## src/rtl/ov7670_capture_pkg.sv

```systemverilog
// Shared capture/display definitions: frame geometry defaults, bus widths and
// the camera byte-pairing FSM encoding.
package ov7670_capture_pkg;

  localparam int H_ACTIVE_DEF = 640;
  localparam int V_ACTIVE_DEF = 480;
  localparam int ADDR_W       = 19;
  localparam int PIX_W        = 12;
  localparam int PCNT_W       = 10;
  localparam int LCNT_W       = 9;

  typedef logic [ADDR_W-1:0] addr_t;
  typedef logic [PIX_W-1:0]  pixel_t;

  typedef enum logic [1:0] {
    SYNC_WAIT_ACT,
    SYNC_WAIT_INACT,
    BYTE0,
    BYTE1
  } cap_state_e;

endpackage

```

## src/rtl/ov7670_capture_if.sv

```systemverilog
// Camera input bus plus frame-buffer write port of the OV7670 capture block.
interface ov7670_capture_if;
  import ov7670_capture_pkg::*;

  logic       cam_vsync;
  logic       cam_href;
  logic [7:0] cam_data;
  addr_t      frame_addr;
  pixel_t     frame_pixel;
  logic       frame_we;
  logic       frame_done;

  modport master (
    output cam_vsync, cam_href, cam_data,
    input  frame_addr, frame_pixel, frame_we, frame_done
  );

  modport slave (
    input  cam_vsync, cam_href, cam_data,
    output frame_addr, frame_pixel, frame_we, frame_done
  );

endinterface

```

## src/rtl/ov7670_byte_pair.sv

```systemverilog
// Frame-sync FSM and RGB444 byte pairing: byte0 carries red, byte1 green/blue.
module ov7670_byte_pair
  import ov7670_capture_pkg::*;
(
  input  logic       clk25,
  input  logic       rst,
  input  logic       vs_act,
  input  logic       href,
  input  logic [7:0] data,
  output logic       pix_req,
  output pixel_t     pix_data
);

  cap_state_e state_q, state_d;
  logic [3:0] red_q, red_d;

  always_ff @(posedge clk25) begin
    if (rst) begin
      state_q <= SYNC_WAIT_ACT;
      red_q   <= '0;
    end else begin
      state_q <= state_d;
      red_q   <= red_d;
    end
  end

  // Active vsync masks href in the byte states; a low href always re-aligns to BYTE0.
  always_comb begin
    state_d  = state_q;
    red_d    = red_q;
    pix_req  = 1'b0;
    pix_data = {red_q, data};
    unique case (state_q)
      SYNC_WAIT_ACT:   if (vs_act) state_d = SYNC_WAIT_INACT;
      SYNC_WAIT_INACT: if (!vs_act) state_d = BYTE0;
      BYTE0: begin
        if (!vs_act && href) begin
          red_d   = data[3:0];
          state_d = BYTE1;
        end
      end
      BYTE1: begin
        state_d = BYTE0;
        if (!vs_act && href) pix_req = 1'b1;
      end
      default: state_d = SYNC_WAIT_ACT;
    endcase
  end

endmodule

```

## src/rtl/ov7670_capture.sv

```systemverilog
// OV7670 RGB444 capture: registers the camera bus, pairs bytes into pixels and
// writes them row-major into a frame buffer with clipping and saturation.
module ov7670_capture
  import ov7670_capture_pkg::*;
#(
  parameter int   H_ACTIVE     = H_ACTIVE_DEF,
  parameter int   V_ACTIVE     = V_ACTIVE_DEF,
  parameter logic VSYNC_ACTIVE = 1'b1
) (
  input  logic             clk25,
  input  logic             rst,
  ov7670_capture_if.slave  bus
);

  localparam addr_t ADDR_MAX = addr_t'(H_ACTIVE * V_ACTIVE - 1);

  logic              vs_q, vs_prev_q, href_q, href_prev_q;
  logic [7:0]        data_q;
  addr_t             frame_addr_q, frame_addr_d;
  pixel_t            frame_pixel_q, frame_pixel_d;
  logic              frame_we_q, frame_we_d;
  logic              frame_done_q, frame_done_d;
  logic              wrote_q, wrote_d;
  logic [PCNT_W-1:0] pix_cnt_q, pix_cnt_d;
  logic [LCNT_W-1:0] line_cnt_q, line_cnt_d;

  logic   vs_act, vs_edge, href_fall, in_window, do_wr, pix_req;
  pixel_t pix_data;

  ov7670_byte_pair u_byte_pair (
    .clk25    (clk25),
    .rst      (rst),
    .vs_act   (vs_act),
    .href     (href_q),
    .data     (data_q),
    .pix_req  (pix_req),
    .pix_data (pix_data)
  );

  always_ff @(posedge clk25) begin
    if (rst) begin
      vs_q          <= 1'b0;
      vs_prev_q     <= 1'b0;
      href_q        <= 1'b0;
      href_prev_q   <= 1'b0;
      data_q        <= '0;
      frame_addr_q  <= '0;
      frame_pixel_q <= '0;
      frame_we_q    <= 1'b0;
      frame_done_q  <= 1'b0;
      wrote_q       <= 1'b0;
      pix_cnt_q     <= '0;
      line_cnt_q    <= '0;
    end else begin
      vs_q          <= bus.cam_vsync;
      vs_prev_q     <= vs_q;
      href_q        <= bus.cam_href;
      href_prev_q   <= href_q;
      data_q        <= bus.cam_data;
      frame_addr_q  <= frame_addr_d;
      frame_pixel_q <= frame_pixel_d;
      frame_we_q    <= frame_we_d;
      frame_done_q  <= frame_done_d;
      wrote_q       <= wrote_d;
      pix_cnt_q     <= pix_cnt_d;
      line_cnt_q    <= line_cnt_d;
    end
  end

  // pix_req is already masked while vsync is active, so a write coincident with
  // the frame-start edge is dropped and the clear below wins.
  always_comb begin
    vs_act    = (vs_q == VSYNC_ACTIVE);
    vs_edge   = vs_act && (vs_prev_q != VSYNC_ACTIVE);
    href_fall = href_prev_q && !href_q && !vs_act;
    in_window = (int'(pix_cnt_q) < H_ACTIVE) && (int'(line_cnt_q) < V_ACTIVE);
    do_wr     = pix_req && in_window;

    frame_we_d    = do_wr;
    frame_pixel_d = do_wr ? pix_data : frame_pixel_q;
    frame_done_d  = vs_edge && wrote_q;

    frame_addr_d = frame_addr_q;
    if (vs_edge)
      frame_addr_d = '0;
    else if (frame_we_q && frame_addr_q != ADDR_MAX)
      frame_addr_d = frame_addr_q + addr_t'(1);

    wrote_d = wrote_q;
    if (vs_edge)    wrote_d = 1'b0;
    else if (do_wr) wrote_d = 1'b1;

    pix_cnt_d = pix_cnt_q;
    if (vs_edge || href_fall)
      pix_cnt_d = '0;
    else if (pix_req && pix_cnt_q != '1)
      pix_cnt_d = pix_cnt_q + PCNT_W'(1);

    line_cnt_d = line_cnt_q;
    if (vs_edge)
      line_cnt_d = '0;
    else if (href_fall && line_cnt_q != '1)
      line_cnt_d = line_cnt_q + LCNT_W'(1);
  end

  assign bus.frame_addr  = frame_addr_q;
  assign bus.frame_pixel = frame_pixel_q;
  assign bus.frame_we    = frame_we_q;
  assign bus.frame_done  = frame_done_q;

endmodule

```

## src/flat_wrapper.sv

```systemverilog
// flat-port wrapper written by rule: the top's interface ports become plain ports
module ov7670_capture_flat import ov7670_capture_pkg::*;
#(
  parameter int   H_ACTIVE     = H_ACTIVE_DEF,
  parameter int   V_ACTIVE     = V_ACTIVE_DEF,
  parameter logic VSYNC_ACTIVE = 1'b1
)
  (clk25, rst, bus_cam_vsync, bus_cam_href, bus_cam_data, bus_frame_addr, bus_frame_pixel, bus_frame_we, bus_frame_done);
  ov7670_capture_if bus_i ();
  input  logic clk25;
  input  logic rst;
  input wire logic [$bits(bus_i.cam_vsync)-1:0] bus_cam_vsync;
  input wire logic [$bits(bus_i.cam_href)-1:0] bus_cam_href;
  input wire logic [$bits(bus_i.cam_data)-1:0] bus_cam_data;
  output wire logic [$bits(bus_i.frame_addr)-1:0] bus_frame_addr;
  output wire logic [$bits(bus_i.frame_pixel)-1:0] bus_frame_pixel;
  output wire logic [$bits(bus_i.frame_we)-1:0] bus_frame_we;
  output wire logic [$bits(bus_i.frame_done)-1:0] bus_frame_done;
  assign bus_i.cam_vsync = bus_cam_vsync;
  assign bus_i.cam_href = bus_cam_href;
  assign bus_i.cam_data = bus_cam_data;
  assign bus_frame_addr = bus_i.frame_addr;
  assign bus_frame_pixel = bus_i.frame_pixel;
  assign bus_frame_we = bus_i.frame_we;
  assign bus_frame_done = bus_i.frame_done;
  ov7670_capture #(.H_ACTIVE(H_ACTIVE), .V_ACTIVE(V_ACTIVE), .VSYNC_ACTIVE(VSYNC_ACTIVE)) u_core (.clk25(clk25), .rst(rst), .bus(bus_i));
endmodule
```

## config.mk

```make
export PLATFORM = sky130hd
export DESIGN_NAME = ov7670_capture_flat
export DESIGN_NICKNAME = d
export VERILOG_FILES = /design/src/rtl/ov7670_capture_pkg.sv /design/src/rtl/ov7670_capture_if.sv /design/src/rtl/ov7670_byte_pair.sv /design/src/rtl/ov7670_capture.sv /design/src/flat_wrapper.sv
export SDC_FILE = /design/constraint.sdc
export NUM_CORES = 1
export LEC_CHECK = 0
export CAP_MARGIN = 20
export CORE_MARGIN = 4
export CORE_UTILIZATION = 54
export CTS_CLUSTER_SIZE = 28
export DETAILED_ROUTE_END_ITERATION = 10
export GPL_ROUTABILITY_DRIVEN = 0
export MAX_ROUTING_LAYER = met4
export PLACE_DENSITY = 0.86
export SYNTH_ARGS = -nofsm -noshare
export SYNTH_HDL_FRONTEND = slang
export SYNTH_SLANG_ARGS = --single-unit
```

## constraint.sdc

```tcl
create_clock -name clk25 -period 2.27 [get_ports clk25]
set_input_delay 0.681 -clock clk25 [delete_from_list [all_inputs] [get_ports clk25]]
set_output_delay 0.681 -clock clk25 [all_outputs]
set_load 0.02 [all_outputs]
```

**Cell sizes after repair**

(6 px per um)
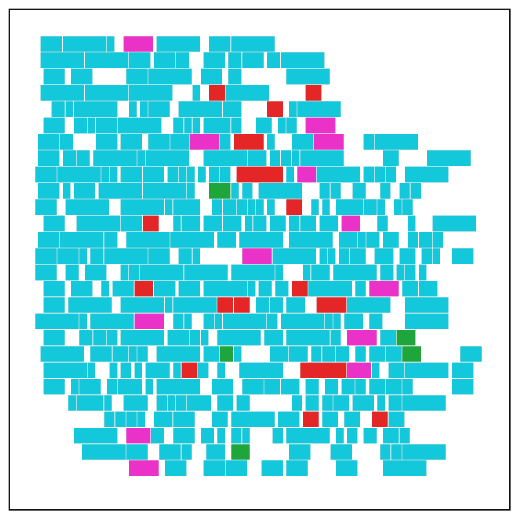
[red] drive 3 to 4 | cells: 16 | most used: buf_4
[magenta] drive 6 and up | cells: 13 | most used: clkbuf_8
[cyan] drive 1 or less | cells: 355 | most used: dfxtp_1
[green] drive 2 | cells: 5 | most used: a21oi_2

**Met3 routing**

(3 px per um)
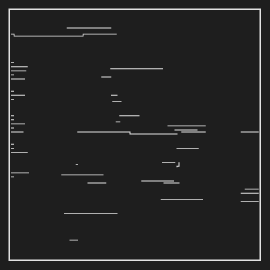
nets with wire on the layer: 37
share of all routed wire: 4.3%
main direction: horizontal

**Selected gate families**

(6 px per um)
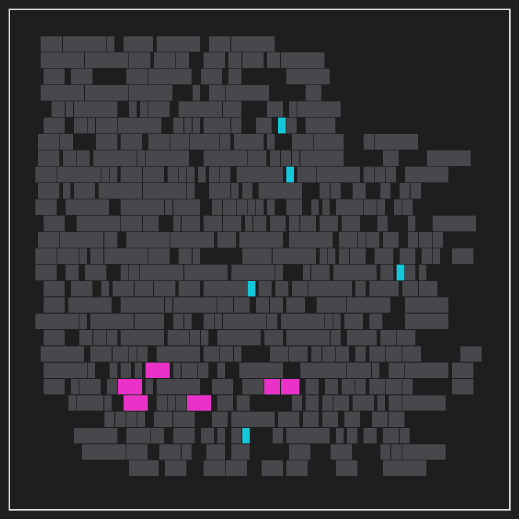
[magenta] AND-OR and OR-AND gates | cells: 6 | most used: a2111o_1
[cyan] inverters | cells: 5 | most used: inv_1

==> metrics.yaml <==
min_path:
  hold_path_startpoint: "u_core.vs_prev_q"
  hold_end: "u_core.bus.frame_done"
critical_path:
  crit_path_cell_trace: "clkdlybuf4s50_1"
  cpMaxStageDelayCell: "clkdlybuf4s50_1"
  r2r-start: "u_core.line_cnt_q[0]"
  r2r_setup_slack_ns: 0.18
  crit_path_end: "bus_frame_addr[4]"
  cp_top_family: "buffers and inverters"
  reg2reg_depth: 8
  startpoint_type: "flip-flop"
  critPathBufInv: 1
  arrival_ns: 1.48
  critPathMaxStageDelay_ns: 0.66
  crit_path_end_kind: "primary output"
  path_max_fanout: 8
synth:
  top_cell: "dfxtp_1"
  ys_seq_share_pct: 46.6
  ys_cells: 336
  synthCells: 336
  ys.flops: 71
  largest_area_cell: "dfxtp_1"
  top_cells_by_area: "dfxtp_1 (47%), mux2i_1 (6.2%), nand2_1 (4.1%)"
  yosys_area_um2: 3050
  syn_area_um2: 3050
  yosys_warnings: 0
placement:
  place_ws_ns: 0.0336
  portBuffers: 44
finish:
  antenna_cells: 0
  final_layout_top_logic_cells: "dfxtp_1 (71), clkdlybuf4s50_1 (44), nand2_1 (33), nor2_1 (33), a21oi_1 (22)"
  final_area_um2: 3770
  final_common_cell: "dfxtp_1"
  drive_gt1_share_pct: 8.74
  final_util_pct: 68.5
  syn_to_final_growth_pct: 23.5
cts:
  cts_resized: 0
  post_cts_buffers: 0
  numClockSinks: 71
  cts_buffers: 9
  clock_path_buffers: 2
  clk_transition_reported_paths_ns: 0.08
  cts_root_buf: "clkbuf_8"
power_and_ir_drop:
  switchingPower_uw: 603
  combinationalPowerShare_pct: 3.6
  p_per_area_nw_per_um2: 616
  vdd_drop_max_v: 0.000427
  clkPwrFrac_pct: 41.8
  internal-power_mw: 1.72
  swShare_pct: 26.0
  sequentialPowerShare_pct: 54.6
global_route:
  grt_first_pass_wirelength_mm: 11.7
  antenna_found_initial: 0
  grt.overflow.total: 0
  grt_start_max_net_pins: 26
  grt_usage_pct: 21.3
floorplanning:
  rows: 27
  fp.dieW_um: 83.2
  num_io_pins: 45
  core_area_um2: 5510
sta:
  final_hold_viol_count: 0
  worst_pin_slew_ns: 0.718
  relSlewSlack_pct: 51.9
  timing.final.crit_share_pct: 95.4
  fin_skew_ns: 0.00645
  fin_tns_setup_ns: 0
  setup_slack_ns: 0.105
  timing.fmax_mhz: 462
drt:
  final_antenna_net_count: 0
  firstDrtPassIters: 4
  drt-initial-drc-count: 182
  wl_per_cell_um: 15.0
  wirelength_mm: 6.91
  viasPerCell: 5.76
job:
  warnings: 26
  drv_cap: 0
run_status:
  status: "finished clean"
kinds of logic (layout without fill, tap and decap cells):
logic type	Yosys count	count (layout)	share of synthesized area, %
AND-OR/OR-AND	61	61	13.1
XOR/XNOR	9	9	2.58
adder cells (fa/ha/maj)	4	4	1.64
buffers and inverters	21	74	3.40
flip-flops	71	71	46.6
multiplexers	19	19	6.23
AND/OR/NAND/NOR	151	151	26.5
cell type report:
| type | count | area (um2) |
|---|---|---|
| Tap cell | 72 | 90.1 |
| Inverter | 5 | 18.8 |
| Multi-Input combinational cell | 244 | 1540 |
| Sequential cell | 71 | 1420 |
| Fill cell | 441 | 1740 |
| Timing Repair Buffer | 53 | 508 |
| Clock buffer | 9 | 124 |
| Clock inverter | 7 | 63.8 |
registers in the layout (all words and copies together) (netlist names), 2 cells and up:
| name | cells |
|---|---|
| u_core.data_q | 8 |
| u_core.u_byte_pair.red_q | 4 |
| u_core.u_byte_pair.state_q | 2 |
| u_core.pix_cnt_q | 10 |
| u_core.bus.frame_addr | 19 |
| u_core.line_cnt_q | 9 |
| u_core.bus.frame_pixel | 12 |
routing by layer:
layer  share of wire, %  GRT usage, %
met1                 45          25.5
met2                 49          34.2
met3                4.3          5.06
met4                1.6          9.21
met5                  0             -
stage by stage:
step           std cells  hold WS [ns]
2_1_floorplan        336         0.391
3_3_place_gp         445         0.397
3_5_place_dp         445         0.417
4_1_cts              461         0.425
5_1_grt              461         0.432
6_report             461         0.434
power by group through the flow:
stage	registers (mW)	logic, mW	clock network (mW)
after floorplan	1.29	0.0496	0
after global placement	1.30	0.0791	0
after detailed placement	1.30	0.0814	0
after CTS	1.27	0.0822	0.989
after global routing	1.27	0.0908	1.04
final	1.27	0.0828	0.970
Power is estimated from default activity; no workload was simulated.
